Figure 1. Wire density map.
The die is cut into 17 by 17 equal tiles; white is low, dark blue is high, scaled to the fullest tile. Values are wire area over tile area, all layers added.
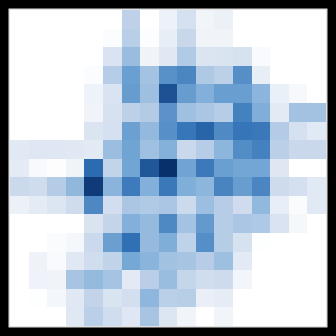
Figure 2. Routing congestion.
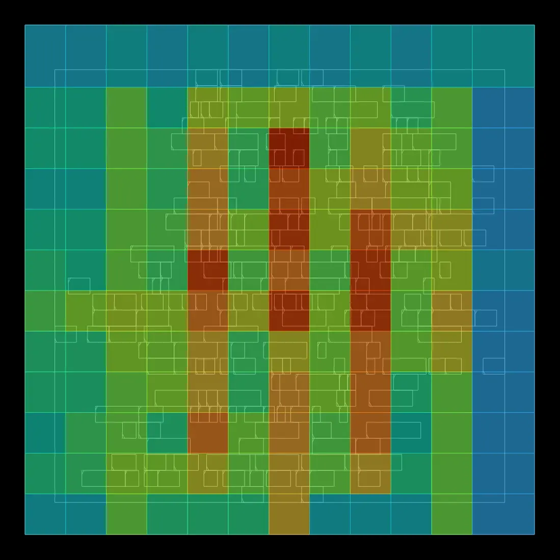
Figure 3. Layout detail.
Bar = 5 µm. Window x 55 to 75, y 55 to 75 µm. Cells in grey, sequential cells in the stronger grey; small squares are vias.
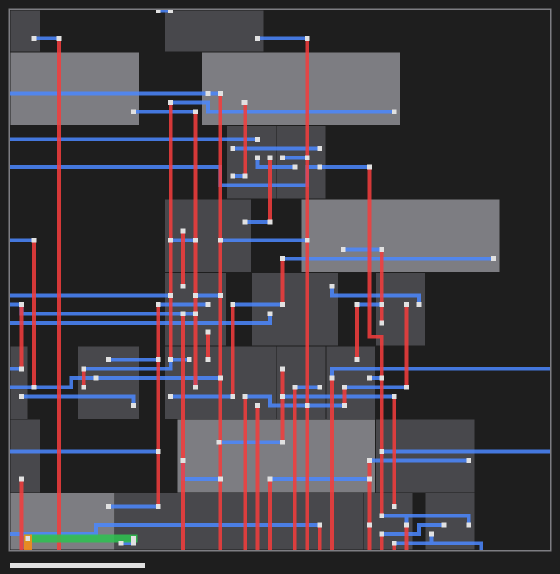
Figure 4. Signal wires by layer.
Bar = 20 µm. Two of the layers only.
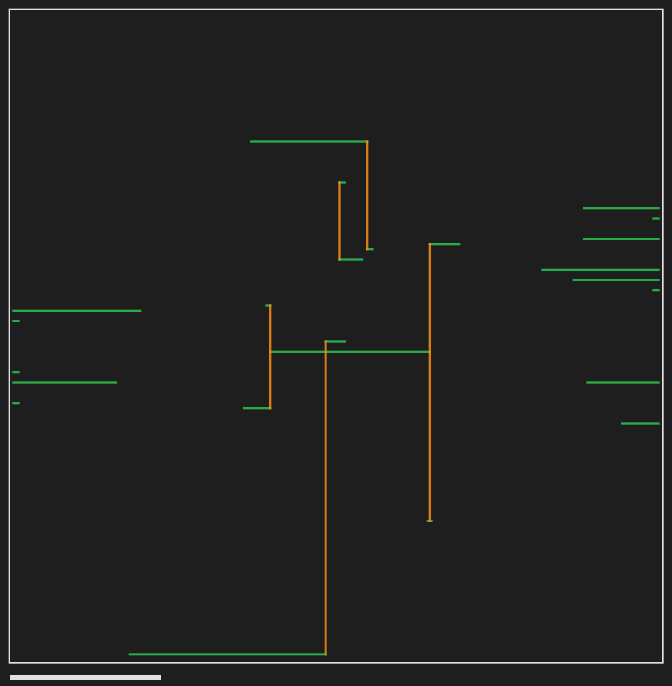
Figure 5. M1 wires.
Bar = 20 µm. Cells faint in the background.
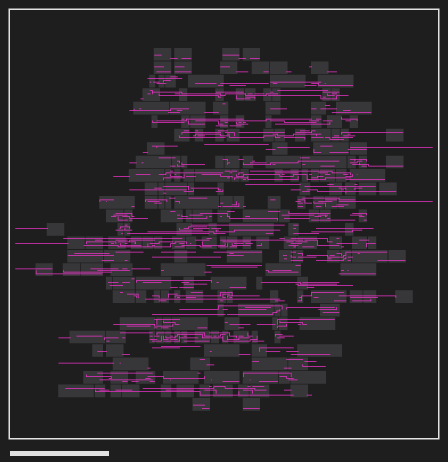
## src/rtl/prbs_pkg.sv

```systemverilog
// Shared definitions for the PRBS pattern generator and its far-end reference copy.
package prbs_pkg;

  typedef enum logic [1:0] {
    IDLE = 2'd0,
    LOAD = 2'd1,
    RUN  = 2'd2,
    DONE = 2'd3
  } prbs_state_t;

  localparam int LEN_W = 16;

  // Maximal-length feedback masks for the left-shifting LFSR, indexed by width.
  // Bit i set means state[i] takes part in the feedback XOR.
  localparam logic [15:0] DEFAULT_TAPS [3:16] = '{
    16'h0006, 16'h000C, 16'h0014, 16'h0030, 16'h0060, 16'h00B8, 16'h0110,
    16'h0240, 16'h0500, 16'h0E08, 16'h1C80, 16'h3802, 16'h6000, 16'hD008
  };

  // Default mask for a given width; zero when the width has no table entry.
  function automatic logic [15:0] default_taps(input int n);
    logic [15:0] t;
    t = 16'h0000;
    for (int i = 3; i <= 16; i++) begin
      if (i == n) t = DEFAULT_TAPS[i];
    end
    return t;
  endfunction

endpackage

```

## src/rtl/prbs_lfsr.sv

```systemverilog
// N-bit left-shifting LFSR register with load and step controls.
// Shared between the transmit generator and the far-end reference generator.
// An all-zero seed would lock the register, so it is replaced by all-ones.
module prbs_lfsr #(
  parameter int            N    = 8,
  parameter logic [N-1:0]  TAPS = 8'hB8,
  parameter logic [N-1:0]  SEED = 8'h01
) (
  input  logic         clock,
  input  logic         n_reset,
  input  logic         load,
  input  logic         step,
  input  logic [N-1:0] seed,
  output logic [N-1:0] state
);

  localparam logic [N-1:0] RESET_VAL = (SEED == '0) ? '1 : SEED;

  logic [N-1:0] state_next;
  logic [N-1:0] seed_fixed;

  // Step function: shift left, feedback is the parity of the tapped bits.
  always_comb begin
    state_next = {state[N-2:0], ^(state & TAPS)};
    seed_fixed = (seed == '0) ? '1 : seed;
  end

  // State register: load has priority over step.
  always_ff @(posedge clock) begin
    if (!n_reset) begin
      state <= RESET_VAL;
    end else if (load) begin
      state <= seed_fixed;
    end else if (step) begin
      state <= state_next;
    end
  end

endmodule

```

## src/rtl/prbs_pattern_gen.sv

```systemverilog
// PRBS word-stream transmitter with valid/ready handshake.
// Runs for a programmed word count (len != 0) or continuously (len == 0).
// Optional error injection (bit 0 flip on one word) when PRBS_ERR_INJECT_EN is defined.
module prbs_pattern_gen
  import prbs_pkg::*;
#(
  parameter int            N    = 8,
  parameter logic [N-1:0]  TAPS = 8'hB8,
  parameter logic [N-1:0]  SEED = 8'h01
) (
  input  logic             clock,
  input  logic             n_reset,
  input  logic             start,
  input  logic             stop,
  input  logic [LEN_W-1:0] len,
  output logic [N-1:0]     data_out,
  output logic             valid,
  input  logic             ready,
  output logic             busy,
  output logic             done
`ifdef PRBS_ERR_INJECT_EN
  ,
  input  logic             inj_req,
  output logic             inj_ack
`endif
);

  prbs_state_t      state_reg;
  prbs_state_t      state_next;
  logic [LEN_W-1:0] count_reg;
  logic             cont_reg;
  logic [N-1:0]     last_reg;
  logic [N-1:0]     lfsr_state;
  logic [N-1:0]     word;
  logic             accept;
  logic             lfsr_load;
  logic             start_ok;

  assign accept   = (state_reg == RUN) && ready;
  assign start_ok = (state_reg == IDLE) && start && !stop;

  prbs_lfsr #(
    .N    (N),
    .TAPS (TAPS),
    .SEED (SEED)
  ) u_lfsr (
    .clock   (clock),
    .n_reset (n_reset),
    .load    (lfsr_load),
    .step    (accept),
    .seed    (SEED),
    .state   (lfsr_state)
  );

`ifdef PRBS_ERR_INJECT_EN
  logic armed_reg;

  // One-shot injection flag: cleared by stop or by the corrupted word being taken.
  always_ff @(posedge clock) begin
    if (!n_reset) begin
      armed_reg <= 1'b0;
    end else if (stop) begin
      armed_reg <= 1'b0;
    end else if (armed_reg && accept) begin
      armed_reg <= 1'b0;
    end else if (inj_req) begin
      armed_reg <= 1'b1;
    end
  end

  // The outgoing word is corrupted; the LFSR itself keeps the clean sequence.
  always_comb begin
    word    = lfsr_state ^ {{(N-1){1'b0}}, armed_reg};
    inj_ack = armed_reg && accept;
  end
`else
  // Without injection the outgoing word is the LFSR state itself.
  always_comb begin
    word = lfsr_state;
  end
`endif

  // State register.
  always_ff @(posedge clock) begin
    if (!n_reset) begin
      state_reg <= IDLE;
    end else begin
      state_reg <= state_next;
    end
  end

  // Next-state logic: stop beats start, and stop beats a final-word completion.
  always_comb begin
    state_next = state_reg;
    case (state_reg)
      IDLE: if (start_ok) state_next = LOAD;
      LOAD: state_next = RUN;
      RUN: begin
        if (stop) begin
          state_next = IDLE;
        end else if (accept && !cont_reg && (count_reg == LEN_W'(1))) begin
          state_next = DONE;
        end
      end
      DONE: state_next = IDLE;
      default: state_next = IDLE;
    endcase
  end

  // Output logic: data_out shows the live word in RUN and holds the last one elsewhere.
  always_comb begin
    valid     = (state_reg == RUN);
    busy      = (state_reg == LOAD) || (state_reg == RUN);
    done      = (state_reg == DONE);
    lfsr_load = (state_reg == LOAD);
    data_out  = (state_reg == RUN) ? word : last_reg;
  end

  // Word counter: length captured when a run is launched, decremented per accepted word.
  always_ff @(posedge clock) begin
    if (!n_reset) begin
      count_reg <= '0;
      cont_reg  <= 1'b0;
    end else if (start_ok) begin
      count_reg <= len;
      cont_reg  <= (len == '0);
    end else if (accept && !cont_reg) begin
      count_reg <= count_reg - LEN_W'(1);
    end
  end

  // Last displayed word, so data_out keeps its value once the run ends.
  always_ff @(posedge clock) begin
    if (!n_reset) begin
      last_reg <= '0;
    end else if (state_reg == RUN) begin
      last_reg <= word;
    end
  end

endmodule

```

## config.mk

```make
export PLATFORM = sky130hd
export DESIGN_NAME = prbs_pattern_gen
export DESIGN_NICKNAME = d
export VERILOG_FILES = /design/src/rtl/prbs_pkg.sv /design/src/rtl/prbs_lfsr.sv /design/src/rtl/prbs_pattern_gen.sv
export SDC_FILE = /design/constraint.sdc
export NUM_CORES = 1
export LEC_CHECK = 0
export CAP_MARGIN = 20
export CORE_MARGIN = 5
export CORE_UTILIZATION = 30
export CTS_BUF_LIST = sky130_fd_sc_hd__clkbuf_16
export DETAILED_ROUTE_END_ITERATION = 8
export PLACE_DENSITY = 0.54
export SLEW_MARGIN = 20
export SYNTH_ARGS = -nofsm -noshare
export SYNTH_HDL_FRONTEND = slang
export SYNTH_SLANG_ARGS = --single-unit
```

## constraint.sdc

```tcl
create_clock -name clock -period 2.75 [get_ports clock]
set_input_delay 0.275 -clock clock [delete_from_list [all_inputs] [get_ports clock]]
set_output_delay 0.275 -clock clock [all_outputs]
set_load 0.05 [all_outputs]
```

==> impl_metrics.env <==
# flow metrics
export IMPL_max_slew_margin_rel_pct=65.9
export IMPL_cts_tree="yes"
export IMPL_r2r_setup_slack_ns=0.53
export IMPL_routed_top_layer="met4"
export IMPL_holdPathStages=2
export IMPL_max_cap_violations=0
export IMPL_status="finished, final reports clean"
export IMPL_crit_chain="inv_1 -> ha_2 -> mux2_2 -> clkdlybuf4s50_1"
export IMPL_antenna_left=0
export IMPL_power_leakage_nw=0.822
export IMPL_cts_root_buf="clkbuf_16"
export IMPL_crit_start="state_reg[0]$_SDFFE_PN0P_"
export IMPL_cp_slowest_stage_delay_ns=0.70
export IMPL_min_period_ns=2.54
export IMPL_largest_register_ffs=16
export IMPL_dieArea_um2=7480
export IMPL_vias_per_cell=4.96
export IMPL_fp_util_pct=31.3
export IMPL_clock_sinks=35
export IMPL_cts_hold_fix_buffers=0
export IMPL_edf_count=0
export IMPL_dp_slack_ns=0.309
export IMPL_cp_end_kind="primary output"
export IMPL_syn_to_final_growth_pct=30.0
export IMPL_yosys_area_um2=1750
export IMPL_fin_setup_tns_ns=0
export IMPL_ys_async_sr_fraction_pct=0
export IMPL_yosys_cells=201
export IMPL_p_per_area_nw_per_um2=704
export IMPL_ys_warn_count=0
## Picture notes: Figure 1
tiles over half the peak: 15%
mean over tiles: 0.088
densest ninth of the die: centre
emptiest ninth of the die: north-west

## Picture notes: Figure 2
M3 GR Usage: 3.04%
final core occ: 40.7%
DR WL/cell: 13.7 µm
busiest grt layer: met2
GRT met2 Usage: 17.7%

## Picture notes: Figure 3
[metal 3] green
[metal 1] blue
[metal 4] orange
[metal 2] red
most frequent: dfxtp_1 (5), o21ai_0 (4), a21oi_1 (3)
cells with their middle in the window: 20
netlist names of flops here include: `count_reg` (5)
sequential cells in the window: 5

## Picture notes: Figure 4
[metal 4] orange | wire length: 116 µm
[metal 3] green | wire length: 172 µm
vias: 1,512
GR Util All Layers: 11.9%
final WL: 4.18 mm

## Picture notes: Figure 5
wire length on this layer: 2,040 µm
nets with wire on the layer: 226
longest straight run: 27.1 µm
met1 usage: 15.6%

through the flow:
step | total power [mW] | std cells | utilization, %
2_1_floorplan | 0.966 | 201 | -
3_3_place_gp | 1.09 | 297 | 38.2
3_5_place_dp | 1.09 | 297 | 38.2
4_1_cts | 1.62 | 305 | 40.6
5_1_grt | 1.71 | 305 | 40.7
6_report | 1.61 | 305 | 40.7
where the power goes:
part	switching [mW]	internal, mW	leakage, nW
Combinational	0.269	0.200	0.467
Sequential	0.0528	0.561	0.285
Clock	0.199	0.325	0.0701
Total	0.521	1.09	0.822
worst reg2reg max path: stages, from the launching register on:
cell and delay [ns]:
dfxtp_1 0.34, or4_1 0.69, or4_4 0.49, or4_1 0.47, a31oi_1 0.16
cell usage after synthesis (4+ instances only):
library cell  count  area share [%]
inv_1             6             1.3
mux2_2            8             5.1
and2_1           10             3.6
ha_1              7             5.0
a31oi_1           4             1.4
clkbuf_1          8             1.7
o31ai_1           4             1.7
dfxtp_1          35              40
a21oi_1          18             5.1
o21ai_0          14             4.0
or4_1             5             2.1
nor3_1            5             1.4
nor4_1            8             2.9
xnor2_1          11             5.5
nand2_1          22             4.7
nor2_1            4            0.86
final cells by class:
type                    instances  area (µm²)
fillers                       575        3330
multi-input cells             149         991
flip-flops and latches         35         701
clock inverters                 3        11.3
well taps                      72        90.1
clock buffers                   5         125
repair buffers                 35         340
inverters                       6        22.5
cell families (layout without fill, tap and decap cells):
family                     Yosys count  after routing  synth area share (%)
AOI/OAI and AO/OA                   48             48                  16.5
xor gates and xnor gates            13             13                  6.49
adders and majority gates            7              7                  4.99
buffers and inverters               17             49                  3.71
DFF                                 35             35                  39.9
muxes                                8              8                  5.14
and+or+nand+nor                     73             73                  23.2
Power and IR drop assume default switching activity.
